### config.mk
export PLATFORM = sky130hd
export DESIGN_NAME = reg_dump_ctrl
export DESIGN_NICKNAME = d
export VERILOG_FILES = /design/src/rtl/riscv_pkg.sv /design/src/rtl/reg_dump_ctrl.sv
export SDC_FILE = /design/constraint.sdc
export NUM_CORES = 1
export LEC_CHECK = 0
export CAP_MARGIN = 0
export CORE_ASPECT_RATIO = 0.7
export CORE_MARGIN = 2
export CORE_UTILIZATION = 47
export CTS_CLUSTER_SIZE = 12
export DETAILED_ROUTE_END_ITERATION = 8
export PLACE_DENSITY = 0.89
export SETUP_SLACK_MARGIN = 0.15
export SLEW_MARGIN = 10
export SYNTH_ARGS = -nofsm -noshare
export SYNTH_HDL_FRONTEND = slang
export SYNTH_SLANG_ARGS = --single-unit
### constraint.sdc
create_clock -name clk -period 3.2 [get_ports clk]
set_clock_uncertainty 0.2 [all_clocks]
set_input_delay 0.48 -clock clk [delete_from_list [all_inputs] [get_ports clk]]
set_output_delay 0.48 -clock clk [all_outputs]
set_load 0.02 [all_outputs]
### src/rtl/riscv_pkg.sv
// Shared RV32I definitions: datapath widths and the register-dump FSM states.
package riscv_pkg;

    localparam int unsigned XLEN       = 32;
    localparam int unsigned REG_ADDR_W = 5;

    typedef enum logic [2:0] {
        DUMP_IDLE  = 3'd0,
        DUMP_STALL = 3'd1,
        DUMP_LOAD  = 3'd2,
        DUMP_SEND  = 3'd3,
        DUMP_DONE  = 3'd4
    } dump_state_e;

endpackage

### src/rtl/reg_dump_ctrl.sv
// Register-file dump engine: stalls the core, walks the regfile debug port and
// streams each register value with its index over a valid/ready interface.
module reg_dump_ctrl
    import riscv_pkg::*;
#(
    parameter int unsigned XLEN     = riscv_pkg::XLEN,
    parameter int unsigned NUM_REGS = 32,
    parameter int unsigned SKIP_X0  = 0
) (
    input  logic                  clk,
    input  logic                  rst,
    input  logic                  start,
    output logic                  cpu_stall,
    input  logic                  stall_ack,
    output logic [REG_ADDR_W-1:0] dbg_addr,
    input  logic [XLEN-1:0]       dbg_data,
    output logic                  out_valid,
    input  logic                  out_ready,
    output logic [XLEN-1:0]       out_data,
    output logic [REG_ADDR_W-1:0] out_idx,
    output logic                  out_last,
    output logic                  busy,
    output logic                  done
);

    localparam logic [REG_ADDR_W-1:0] FIRST_IDX = REG_ADDR_W'((SKIP_X0 != 0) ? 1 : 0);
    localparam logic [REG_ADDR_W-1:0] LAST_IDX  = REG_ADDR_W'(NUM_REGS - 1);

    dump_state_e           r_state,     w_state_nxt;
    logic [REG_ADDR_W-1:0] r_idx,       w_idx_nxt;
    logic [REG_ADDR_W-1:0] r_dbg_addr,  w_dbg_addr_nxt;
    logic [XLEN-1:0]       r_out_data,  w_out_data_nxt;
    logic [REG_ADDR_W-1:0] r_out_idx,   w_out_idx_nxt;
    logic                  r_out_last,  w_out_last_nxt;
    logic                  r_out_valid, w_out_valid_nxt;
    logic                  r_cpu_stall, w_cpu_stall_nxt;
    logic                  r_busy,      w_busy_nxt;
    logic                  r_done,      w_done_nxt;
    logic                  w_capture;

    // State and output registers
    always_ff @(posedge clk or posedge rst) begin
        if (rst) begin
            r_state     <= DUMP_IDLE;
            r_idx       <= '0;
            r_dbg_addr  <= '0;
            r_out_data  <= '0;
            r_out_idx   <= '0;
            r_out_last  <= 1'b0;
            r_out_valid <= 1'b0;
            r_cpu_stall <= 1'b0;
            r_busy      <= 1'b0;
            r_done      <= 1'b0;
        end else begin
            r_state     <= w_state_nxt;
            r_idx       <= w_idx_nxt;
            r_dbg_addr  <= w_dbg_addr_nxt;
            r_out_data  <= w_out_data_nxt;
            r_out_idx   <= w_out_idx_nxt;
            r_out_last  <= w_out_last_nxt;
            r_out_valid <= w_out_valid_nxt;
            r_cpu_stall <= w_cpu_stall_nxt;
            r_busy      <= w_busy_nxt;
            r_done      <= w_done_nxt;
        end
    end

    // Next state; registered outputs are derived from the state being entered
    always_comb begin
        w_state_nxt = r_state;
        w_idx_nxt   = r_idx;

        unique case (r_state)
            DUMP_IDLE: begin
                if (start) begin
                    w_idx_nxt   = FIRST_IDX;
                    w_state_nxt = DUMP_STALL;
                end
            end
            DUMP_STALL: begin
                if (stall_ack) begin
                    w_state_nxt = DUMP_LOAD;
                end
            end
            DUMP_LOAD: begin
                w_state_nxt = DUMP_SEND;
            end
            DUMP_SEND: begin
                if (r_out_valid && out_ready) begin
                    if (r_out_last) begin
                        w_state_nxt = DUMP_DONE;
                    end else begin
                        w_idx_nxt   = r_idx + REG_ADDR_W'(1);
                        w_state_nxt = DUMP_LOAD;
                    end
                end
            end
            DUMP_DONE: begin
                w_state_nxt = DUMP_IDLE;
            end
            default: begin
                w_state_nxt = DUMP_IDLE;
            end
        endcase

        // Address must be on the debug port throughout LOAD, so it moves on entry
        w_dbg_addr_nxt  = (w_state_nxt == DUMP_LOAD) ? w_idx_nxt : r_dbg_addr;

        w_capture       = (r_state == DUMP_LOAD);
        w_out_data_nxt  = w_capture ? dbg_data : r_out_data;
        w_out_idx_nxt   = w_capture ? r_idx : r_out_idx;
        w_out_last_nxt  = w_capture ? (r_idx == LAST_IDX) : r_out_last;

        w_out_valid_nxt = (w_state_nxt == DUMP_SEND);
        w_cpu_stall_nxt = (w_state_nxt == DUMP_STALL) || (w_state_nxt == DUMP_LOAD) ||
                          (w_state_nxt == DUMP_SEND);
        w_busy_nxt      = (w_state_nxt != DUMP_IDLE);
        w_done_nxt      = (w_state_nxt == DUMP_DONE);
    end

    assign cpu_stall = r_cpu_stall;
    assign dbg_addr  = r_dbg_addr;
    assign out_valid = r_out_valid;
    assign out_data  = r_out_data;
    assign out_idx   = r_out_idx;
    assign out_last  = r_out_last;
    assign busy      = r_busy;
    assign done      = r_done;

endmodule

**Met1 routing**

The bar under the picture is 20 um long. Supply wires on this layer in grey.
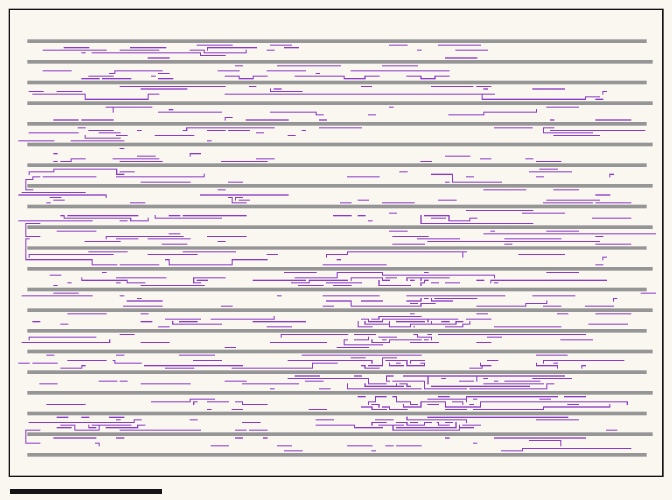
- nets with wire on the layer: 223
- main direction: horizontal
- share of all routed wire: 46%
- wire length on this layer: 2020 um
- longest straight run: 35.4 um
final wirelength: 4380 um
DR vias: 1429
met1 Use GR: 23.4%

**M2 wires**

Cells faint in the background.
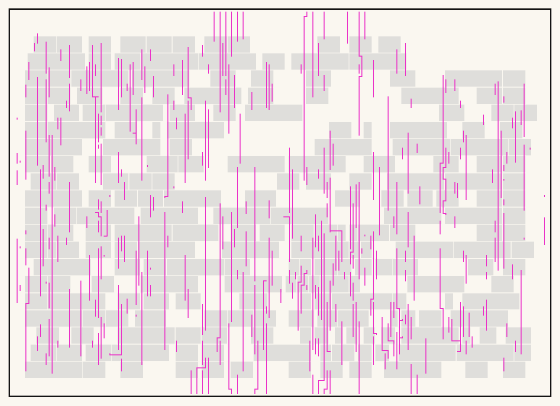
- share of all routed wire: 41%
- main direction: vertical
- wire length on this layer: 1790 um
- longest straight run: 37.7 um
- nets with wire on the layer: 240
M2 GR Usage: 26.7%

**Met3 routing**

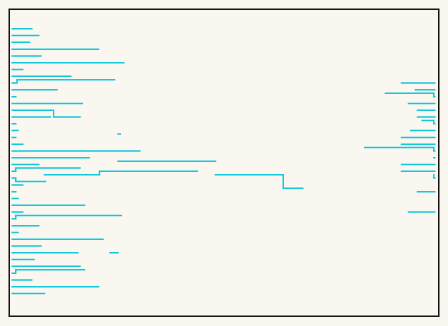
- nets with wire on the layer: 58
- share of all routed wire: 12%
- main direction: horizontal
- wire length on this layer: 524 um
- longest straight run: 25.5 um
M3 GR Usage: 9.65%

**Cells coloured by class**

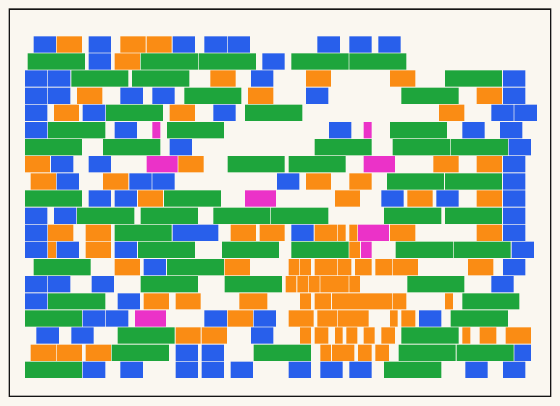
- orange: all other logic (cells 84; share of their area 25%)
- green: flip-flops (cells 55; share of their area 44%)
- blue: other buffers and delay cells (cells 85; share of their area 28%)
- magenta: clock drivers and dummy loads (cells 8; share of their area 2.6%)
CORE AREA: 4430 sq um
Core Util, Final: 71.5%
sequential share of cell area: 43.5%

==> flow_summary_export.csv <==
group,metric,value,unit
synth,topCellsByArea,"dfrtp_1 63%, mux2_2 22%, nand3_1 1.6%",
detailed_routing,drt-wirelength-per-cell,15.3,um
layout,lay_top_cells,"83 x clkdlybuf4s50_1, 55 x dfrtp_1, 43 x mux2_2, 7 x nand3_1, 5 x clkbuf_8",
clock_tree,hold_buffers,0,
detailed_routing,wl_met3,524,um
detailed_routing,met1Wirelength,2020,um
worst_setup_path,cpPeakStageDelay,0.66,ns
timing,slew_violations,0,
run,drv_cap,0,
synth,top_cell,"dfrtp_1",
layout,nNetsFinal,270,
clock_tree,post-cts-setup-buffer-count,0,
synth,ys_area,2200,sq um
power_and_ir_drop,sequentialPower,0.00118,W
worst_setup_path,critPathLaunch,"out_last",
synth,edf_count,0,
power_and_ir_drop,powerClk,0.000361,W
min_path,min_from,"out_data[5]",
clock_tree,clk_latency,0.30,ns
timing,fin_crit,2.13,ns
power_and_ir_drop,ir_drop,0.566,mV
synth,syn-mean-instance-area,15.1,sq um
detailed_routing,postRouteAntennaNets,0,
layout,lay_top_count,"clkdlybuf4s50_1",
clock_tree,cts_resized,0,
min_path,min_to,"out_data[5]",
worst_setup_path,cp.buffers_inverters,1,
synth,ys_seq_share,62.6,%
min_path,min_path_cells,1,
worst_setup_path,path_depth,1,
global_routing,grt_pass1_vias,1432,
power_and_ir_drop,power_leader,"combinational logic",
timing,worst_pin_slew,0.561,ns
layout,regArea,1380,sq um
synth,ys_seq_elements,55,
global_routing,grt_max_degree,39,
clock_tree,htreeDepth,2,
worst_setup_path,reg2reg_to,"out_data[24]",
worst_setup_path,setup.worst_path.end,"out_last",
timing,rsz0062_at_grt,"no",
synth,syn_inst,146,
die,die_w,85.7,um
die,chipHeight,61.2,um
worst_setup_path,reg2reg_slack,1.08,ns
place,dp_cells,279,
die,rows,20,
synth,async_flop_share,100,%
clock_tree,numCtsBuffers,5,
worst_setup_path,start_kind,"register",
power_and_ir_drop,powerDensity,972,nW/um^2
synth,ys_types,28,
worst_setup_path,cp.required,2.52,ns
synth,synth_area_leader_cell,"dfrtp_1",
place,dpl.hpwl,3240,um
timing,setup_viol,0,
synth,ys.flop_type,"dfrtp_1",
timing,holdWs,0.310,ns
global_routing,grt_pass1_wl,7070,um
layout,final_cell_area,3170,sq um
power_and_ir_drop,p_sw_share,35.5,%
global_routing,gr-total-overflow,0,
layout,instances_no_fill,287,
clock_tree,cts.clk_slew.worst_paths,0.09,ns
global_routing,antenna_found_initial,0,
layout,syn2layout_area_growth,44.0,%
detailed_routing,drcViolationCount,4,
power_and_ir_drop,power_frac_seq,38.2,%
clock_tree,cts_tree,"yes",
power_and_ir_drop,switchingPower,0.00109,W
power_and_ir_drop,power.total,0.00308,W
detailed_routing,top_layer,"met4",
synth,yosysWarnings,0,
worst_setup_path,reg2reg_from,"r_state[1]",
timing,fmax,0.469,GHz
place,place_congestion,0.835,
synth,synthTopCellsByCount,"55 x dfrtp_1, 43 x mux2_2, 7 x nand3_1",
die,fp-utilization,49.6,%
power_and_ir_drop,p_leak,1.33,nW
worst_setup_path,r2r_cells,4,
worst_setup_path,crit_fanout,6,
synth,ys_cells,146,
worst_setup_path,crit_path_end_kind,"output pin",
min_path,hold_path_class,"reg2reg",
worst_setup_path,path_cells,"clkdlybuf4s50_1",
worst_setup_path,cpLargestDelayFamily,"buffers and inverters",
layout,logic_area,777,sq um
clock_tree,cts_sinks,55,
place,dpl_cell_area,3080,sq um
place,place_ws,0.850,ns
synth,top_cell_area_share,62.6,%
layout,insertedDiodeCount,0,
synth,synthesis.nets,185,
power_and_ir_drop,combPwrFrac,50.1,%
detailed_routing,viasPerCell,4.98,
synth,synth_area,2200,sq um
detailed_routing,dr_wl_met2,1790,um
die,io_pins,84,
detailed_routing,first_iter_violations,63,
worst_setup_path,crit_type,"reg2out",
power_and_ir_drop,p_int,0.00199,W
power_and_ir_drop,pg_comb,0.00154,W
run,warnings,26,
place,portBuffers,83,
run_status,status,"finished, violations left",
die,die_area,5250,sq um
global_routing,grt_usage,18.2,%
clock_tree,cts_buffer_depth,2,
timing,period_used_share,66.7,%
layout,post_route_cells_drive_above_1_share,25.9,%
detailed_routing,drt_pre_antenna_iters,6,
timing,setup_slack,1.07,ns
timing,setup_tns,0,ns
worst_setup_path,cp.arrival,1.45,ns
worst_setup_path,slowest_stage,"clkdlybuf4s50_1",
layout,fill_cells,308,
clock_tree,cts_root_buffer,"clkbuf_8",
power_and_ir_drop,clock_power_share,11.7,%
run_status,violations,"design-rule violations",
timing,relSlewSlack,62.5,%
layout,largest_reg_flops,32,
timing,hold_viol,0,
cell type report:
type,count,area share [%]
repair buffers,85,27.1
clock inverters,1,0.158
multi-input cells,83,24.5
well taps,55,2.17
flip-flops and latches,55,43.5
clock buffers,7,2.41
inverters,1,0.119
metal layers:
layer	vias to the layer above	GRT usage [%]
met2	63	26.7
met1	665	23.4
met3	5	9.65
met4	0	6.80
li1	696	-
met5	-	0
cells by family (layout without fill, tap and decap cells):
logic type / after synthesis / count (layout) / share of synthesized area (%)
flops: 55 / 55 / 62.6
fa+ha+maj: 2 / 2 / 1.14
mux: 45 / 45 / 22.9
compound gates: 11 / 11 / 4.04
simple gates: 25 / 25 / 6.89
buf+inv: 8 / 94 / 2.39
Power and IR drop assume default switching activity.
